### Clock routing

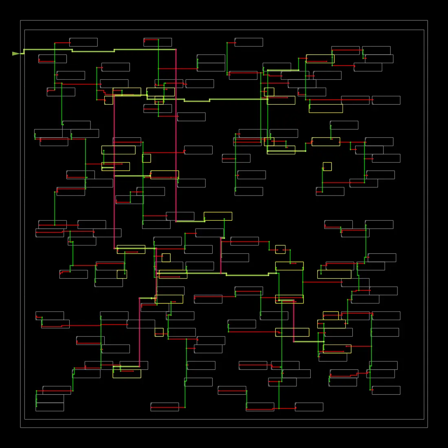
### Sequential cells coloured by netlist name

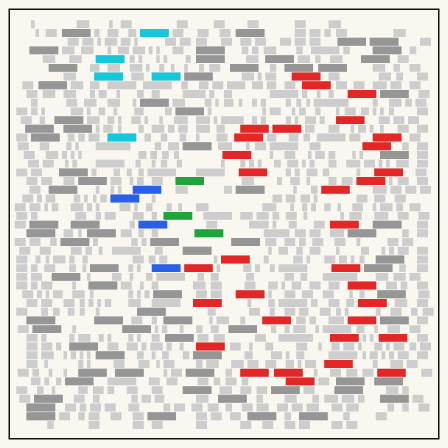
### Wiring by layer

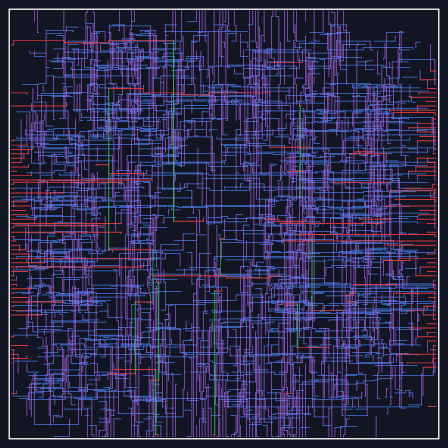
### Gate families picked out

Bar = 50 microns.
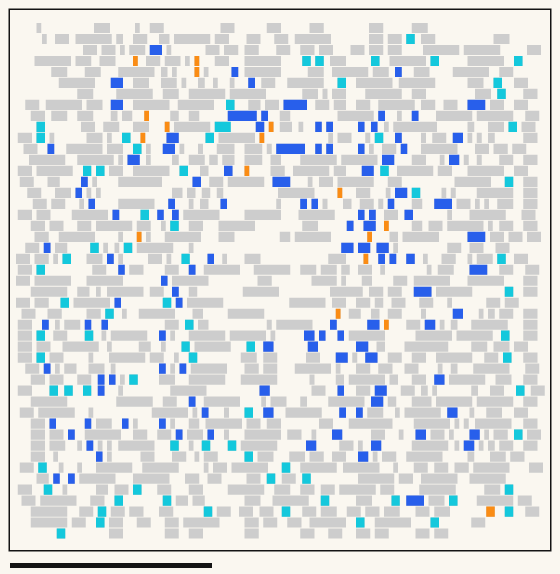
$ cat src/rtl/load_store_unit.sv
// Memory stage: turns ALU results into data-memory requests or pass-through values
// and produces one registered writeback record per accepted op.
module load_store_unit #(
  parameter int REGISTER_WIDTH = 32,
  parameter int STRB_WIDTH     = REGISTER_WIDTH / 8
) (
  input  logic                      clk,
  input  logic                      reset,
  input  logic                      in_valid,
  output logic                      in_ready,
  input  logic                      in_is_load,
  input  logic                      in_is_store,
  input  logic [2:0]                in_funct3,
  input  logic [REGISTER_WIDTH-1:0] in_alu_result,
  input  logic [REGISTER_WIDTH-1:0] in_store_data,
  input  logic [4:0]                in_rd,
  output logic                      mem_req,
  output logic                      mem_we,
  output logic [REGISTER_WIDTH-1:0] mem_addr,
  output logic [REGISTER_WIDTH-1:0] mem_wdata,
  output logic [STRB_WIDTH-1:0]     mem_wstrb,
  input  logic                      mem_gnt,
  input  logic                      mem_rvalid,
  input  logic [REGISTER_WIDTH-1:0] mem_rdata,
  output logic                      wb_valid,
  output logic                      wb_we,
  output logic [4:0]                wb_rd,
  output logic [REGISTER_WIDTH-1:0] wb_data,
  output logic                      wb_fault
);

  typedef enum logic [1:0] {S_IDLE, S_REQ, S_WAIT} state_t;

  state_t                    r_state;
  state_t                    w_next_state;
  logic [REGISTER_WIDTH-1:0] r_addr;
  logic [2:0]                r_funct3;
  logic                      r_is_store;
  logic [REGISTER_WIDTH-1:0] r_wdata;
  logic [STRB_WIDTH-1:0]     r_wstrb;
  logic [4:0]                r_rd;

  logic                      r_wb_valid;
  logic                      r_wb_we;
  logic                      r_wb_fault;
  logic [4:0]                r_wb_rd;
  logic [REGISTER_WIDTH-1:0] r_wb_data;

  logic                      w_is_mem;
  logic                      w_fault;
  logic [REGISTER_WIDTH-1:0] w_req_wdata;
  logic [STRB_WIDTH-1:0]     w_req_wstrb;
  logic [7:0]                w_byte;
  logic [15:0]               w_half;
  logic [REGISTER_WIDTH-1:0] w_load_data;

  assign w_is_mem = in_is_load | in_is_store;

  // Illegal encodings and misalignment are only meaningful for memory ops.
  always_comb begin
    w_fault = 1'b0;
    if (in_is_load)
      w_fault = (in_funct3 == 3'b011) || (in_funct3 == 3'b110) || (in_funct3 == 3'b111);
    else if (in_is_store)
      w_fault = in_funct3[2] || (in_funct3[1:0] == 2'b11);
    if (w_is_mem && (in_funct3[1:0] == 2'b01) && in_alu_result[0])
      w_fault = 1'b1;
    if (w_is_mem && (in_funct3[1:0] == 2'b10) && (in_alu_result[1:0] != 2'b00))
      w_fault = 1'b1;
  end

  always_comb begin
    w_req_wdata = '0;
    w_req_wstrb = '0;
    if (in_is_store) begin
      case (in_funct3[1:0])
        2'b00: begin
          w_req_wdata = {4{in_store_data[7:0]}};
          w_req_wstrb = 4'b0001 << in_alu_result[1:0];
        end
        2'b01: begin
          w_req_wdata = {2{in_store_data[15:0]}};
          w_req_wstrb = 4'b0011 << in_alu_result[1:0];
        end
        default: begin
          w_req_wdata = in_store_data;
          w_req_wstrb = 4'b1111;
        end
      endcase
    end
  end

  always_comb begin
    case (r_addr[1:0])
      2'b00:   w_byte = mem_rdata[7:0];
      2'b01:   w_byte = mem_rdata[15:8];
      2'b10:   w_byte = mem_rdata[23:16];
      default: w_byte = mem_rdata[31:24];
    endcase
    w_half = r_addr[1] ? mem_rdata[31:16] : mem_rdata[15:0];
    case (r_funct3)
      3'b000:  w_load_data = {{24{w_byte[7]}}, w_byte};
      3'b001:  w_load_data = {{16{w_half[15]}}, w_half};
      3'b100:  w_load_data = {24'd0, w_byte};
      3'b101:  w_load_data = {16'd0, w_half};
      default: w_load_data = mem_rdata;
    endcase
  end

  always_ff @(posedge clk or posedge reset) begin
    if (reset) r_state <= S_IDLE;
    else       r_state <= w_next_state;
  end

  always_comb begin
    w_next_state = r_state;
    case (r_state)
      S_IDLE: if (in_valid && w_is_mem && !w_fault) w_next_state = S_REQ;
      S_REQ:  if (mem_gnt) w_next_state = r_is_store ? S_IDLE : S_WAIT;
      S_WAIT: if (mem_rvalid) w_next_state = S_IDLE;
      default: w_next_state = S_IDLE;
    endcase
  end

  always_comb begin
    in_ready  = 1'b0;
    mem_req   = 1'b0;
    mem_we    = 1'b0;
    mem_addr  = '0;
    mem_wdata = '0;
    mem_wstrb = '0;
    case (r_state)
      S_IDLE: in_ready = 1'b1;
      S_REQ: begin
        mem_req   = 1'b1;
        mem_we    = r_is_store;
        mem_addr  = {r_addr[REGISTER_WIDTH-1:2], 2'b00};
        mem_wdata = r_wdata;
        mem_wstrb = r_wstrb;
      end
      default: ;
    endcase
  end

  // Request fields are frozen at acceptance so they stay stable until the grant.
  always_ff @(posedge clk or posedge reset) begin
    if (reset) begin
      r_addr     <= '0;
      r_funct3   <= '0;
      r_is_store <= 1'b0;
      r_wdata    <= '0;
      r_wstrb    <= '0;
      r_rd       <= '0;
    end else if (r_state == S_IDLE && in_valid) begin
      r_addr     <= in_alu_result;
      r_funct3   <= in_funct3;
      r_is_store <= in_is_store;
      r_wdata    <= w_req_wdata;
      r_wstrb    <= w_req_wstrb;
      r_rd       <= in_rd;
    end
  end

  always_ff @(posedge clk or posedge reset) begin
    if (reset) begin
      r_wb_valid <= 1'b0;
      r_wb_we    <= 1'b0;
      r_wb_fault <= 1'b0;
      r_wb_rd    <= '0;
      r_wb_data  <= '0;
    end else begin
      r_wb_valid <= 1'b0;
      r_wb_we    <= 1'b0;
      r_wb_fault <= 1'b0;
      case (r_state)
        S_IDLE: begin
          if (in_valid && w_fault) begin
            r_wb_valid <= 1'b1;
            r_wb_fault <= 1'b1;
            r_wb_rd    <= in_rd;
          end else if (in_valid && !w_is_mem) begin
            r_wb_valid <= 1'b1;
            r_wb_we    <= 1'b1;
            r_wb_rd    <= in_rd;
            r_wb_data  <= in_alu_result;
          end
        end
        S_REQ: begin
          if (mem_gnt && r_is_store) begin
            r_wb_valid <= 1'b1;
            r_wb_rd    <= r_rd;
          end
        end
        S_WAIT: begin
          if (mem_rvalid) begin
            r_wb_valid <= 1'b1;
            r_wb_we    <= 1'b1;
            r_wb_rd    <= r_rd;
            r_wb_data  <= w_load_data;
          end
        end
        default: ;
      endcase
    end
  end

  assign wb_valid = r_wb_valid;
  assign wb_we    = r_wb_we;
  assign wb_fault = r_wb_fault;
  assign wb_rd    = r_wb_rd;
  assign wb_data  = r_wb_data;

endmodule

$ cat config.mk
export PLATFORM = sky130hd
export DESIGN_NAME = load_store_unit
export DESIGN_NICKNAME = d
export VERILOG_FILES = /design/src/rtl/load_store_unit.sv
export SDC_FILE = /design/constraint.sdc
export NUM_CORES = 1
export LEC_CHECK = 0
export CAP_MARGIN = 0
export CELL_PAD_IN_SITES_DETAIL_PLACEMENT = 1
export CELL_PAD_IN_SITES_GLOBAL_PLACEMENT = 1
export CORE_MARGIN = 1
export CORE_UTILIZATION = 37
export DETAILED_ROUTE_END_ITERATION = 12
export GPL_TIMING_DRIVEN = 1
export PLACE_DENSITY_LB_ADDON = 0.1
export REMOVE_ABC_BUFFERS = 1
export SLEW_MARGIN = 20
export SYNTH_ARGS = -nofsm -noshare
export SYNTH_HDL_FRONTEND = slang
export SYNTH_SLANG_ARGS = --single-unit
$ cat constraint.sdc
create_clock -name clk -period 8.15 [get_ports clk]
set_input_delay 2.0375 -clock clk [delete_from_list [all_inputs] [get_ports clk]]
set_output_delay 2.0375 -clock clk [all_outputs]
set_load 0.005 [all_outputs]
==> flow_metrics.tcl <==
# yosys + openroad results
set metrics [dict create \
    rsz0062_at_grt "false" \
    ys_chip_area_sq_mm 0.006414 \
    lay_top_cells "219 x clkdlybuf4s50_1, 119 x dfrtp_1, 71 x nand2_1" \
    ys_sh_simple_pct 18.92 \
    ys_top_logic_family "simple AND/OR/NAND/NOR gates" \
    gp_congestion 0.7841 \
    power_switching_mw 1.085 \
    synthMostInstantiatedCell "dfrtp_1" \
    ys_types 56 \
    use_met3_pct 6.507 \
    met1Wirelength_microns 8984 \
    die_x_microns 133.7 \
    synth.avg_cell_area_sq_um 9.959 \
    p_sw_share_pct 34.42 \
    grt_use_met2_pct 43.46 \
    die_area_sq_mm 0.01787 \
    r2r_setup_slack_ns 5.19 \
    power_frac_seq_pct 33.4 \
    tool_warnings 28 \
    drc 0 \
    intPower_mw 2.068 \
    worst_slew_pin_slew_ns 1.044 \
    path_clk_slew_ns 0.06 \
    crit_start "in_funct3[1]" \
    top_area_share_pct 46.43 \
    common_cells "119 x dfrtp_1, 72 x nand2_1, 67 x and2_1" \
    async_reset_ff_share_pct 100.0 \
    yosys.area.top_type "dfrtp_1" \
    finalSetupViolCount 0 \
    worstReg2RegEnd "wb_data[14]" \
    min_path_type "register to register" \
    powerDensity_mw_per_mm2 337.5 \
    ant_nets 0 \
    postCtsSetupBuffers 0 \
    startpoint_type "primary input" \
    synth-edff-count 0 \
    rows 47 \
    p_leak_nw 3.832 \
    max_stage_delay_ns 1.08 \
    grt_pass1_wl_microns 34000 \
    grt_use_met1_pct 29.68 \
    crit_type "primary input to register" \
    grt.overflow.total 0 \
    yosys_warnings 0 \
    slew_headroom_pct 30.43 \
    drt-vias-per-instance 5.366 \
    cts_buffers 17 \
    tritoncts "built" \
    end_kind "register" \
    highest_layer "met4" \
    clock_power_share_pct 25.9 \
    critPathMaxFanout 21 \
    syn_area_sq_mm 0.006414 \
    flop_cell "dfrtp_1" \
    drv_cap 0 \
    finalWorstSetupSlack_ns 3.127 \
    route.met2.wl_microns 10830 \
    share_comb_of_total_power_pct 40.8 \
    r2r-start "r_state[1]" \
    firstDrtPassIters 4 \
    grt_max_degree 81 \
    core_area_sq_mm 0.01676 \
    whs_ns 0.4744 \
    postCtsResizedCells 0 \
    n_fill_cell 1814 \
    fin_nets 955 \
    mux_area_share_pct 13.34 \
    synth_flops 119 \
    power_mw 3.153 \
    fp_util_pct 38.27 \
    whs_endpoint "r_wdata[12]" \
    crit_arrival_ns 5.31 \
    antenna_cells 0 \
    crit_required_ns 8.44 \
    portBuffers 219 \
    place_hpwl_microns 14770 \
    setup.worst_path.end "wb_rd[0]" \
    clk_path_buf_depth 2 \
    drt-initial-drc-count 272 \
    hp-start "r_wdata[12]" \
    finalCriticalPeriod_ns 5.023 \
    first_global_vias 6115 \
    route.met3.wl_microns 1276 \
    area_growth_pct 45.67 \
    ys_seq_share_pct 46.43 \
    drv_slew 0 \
    cts.sinks 119 \
    maxPowerGroup "combinational cells" \
    outcome "finished clean" \
    preCtsSetupSlack_ns 2.665 \
    setup-tns-final_ns 0 \
    yosysCellCount 644 \
    reg2regPathDepth 6 \
    ir_drop_mv 0.1732 \
    cts-htree-levels 4 \
    synthCells 644 \
    busiest_layer "met2" \
    area_leaders "dfrtp_1 46%, mux2_2 10%, and2_1 6.5%" \
    io_pins 222 \
    root_buffer "clkbuf_16" \
    synthAoiAreaFrac_pct 15.94 \
    cts_hold_buf 0 \
    hold-path-cell-count 2 \
    fmax_mhz 199.1 \
    synthAdderAreaFrac_pct 0.7803 \
    drive_above_1_share_pct 14.07 \
    dp_cells 1041 \
    crit_path_cell_trace "clkdlybuf4s50_1 -> clkinv_1 -> a31oi_1 -> o41ai_1 -> nand3b_1" \
    antenna_found_initial 0 \
    fp.dieH_microns 133.7 \
    crit_slowest_cell "clkdlybuf4s50_1" \
    hold_viol 0 \
    powerComb_mw 1.29 \
    xor_share_pct 0 \
    p_clk_uw 815 \
    period_used_pct 61.63 \
]
Back to the opening pictures, 'Clock routing':
Latency at later pin: 0.42 ns
Max Clock Skew: 0.006832 ns

Back to the opening pictures, 'Sequential cells coloured by netlist name':
[cyan] wb_rd | flops: 5 | where: upper left
[blue] r_wstrb | flops: 4
[green] r_funct3 | flops: 3
[red] wb_data | flops: 32
fraction of area in registers: 31.87%
fin util: 55.74%
Seq power: 1.05 mW

Back to the opening pictures, 'Wiring by layer':
[green] met4 | wire length: 318 microns
[blue] met1 | wire length: 8980 microns
[purple] met2 | wire length: 10800 microns
[red] met3 | wire length: 1280 microns
Vias: 5758
total track usage: 24.79%
final WL: 21410 microns
Routed WL per cell: 19.95 microns

Back to the opening pictures, 'Gate families picked out':
[blue] inverting AOI/OAI gates | cells: 122 | most used: o21ai_0
[orange] inverters | cells: 17 | most used: inv_1
[cyan] AND and OR gates | cells: 76 | most used: and2_1 | where: all over the die
Layout Cells excl Fill: 1073
combinational share of cell area: 33.92%
most frequent logic cell in the layout: clkdlybuf4s50_1

critical path: cells and delay by family:
family / cells / cell delay (ns)
buffers and inverters: 2 / 1.87
AND/OR/NAND/NOR: 1 / 0.23
AND-OR/OR-AND: 2 / 1.17
stage by stage:
stage          utilization [%]  area (sq um)
2_1_floorplan                -          6191
3_3_place_gp             51.87          8693
4_1_cts                  55.68          9333
5_1_grt                  55.74          9343
6_report                 55.74          9343
3_5_place_dp             51.87          8693
area by class of cell:
type	count	area (sq um)	share of cell area, %
clock inverter	14	200.2	2.143
inverter	17	66.31	0.7098
clock buffer	18	439.2	4.701
timing repair buffer	222	2215	23.70
multi-input combinational	463	3169	33.92
sequential	119	2978	31.87
tap	220	275.3	2.946
Power and IR drop assume default switching activity.
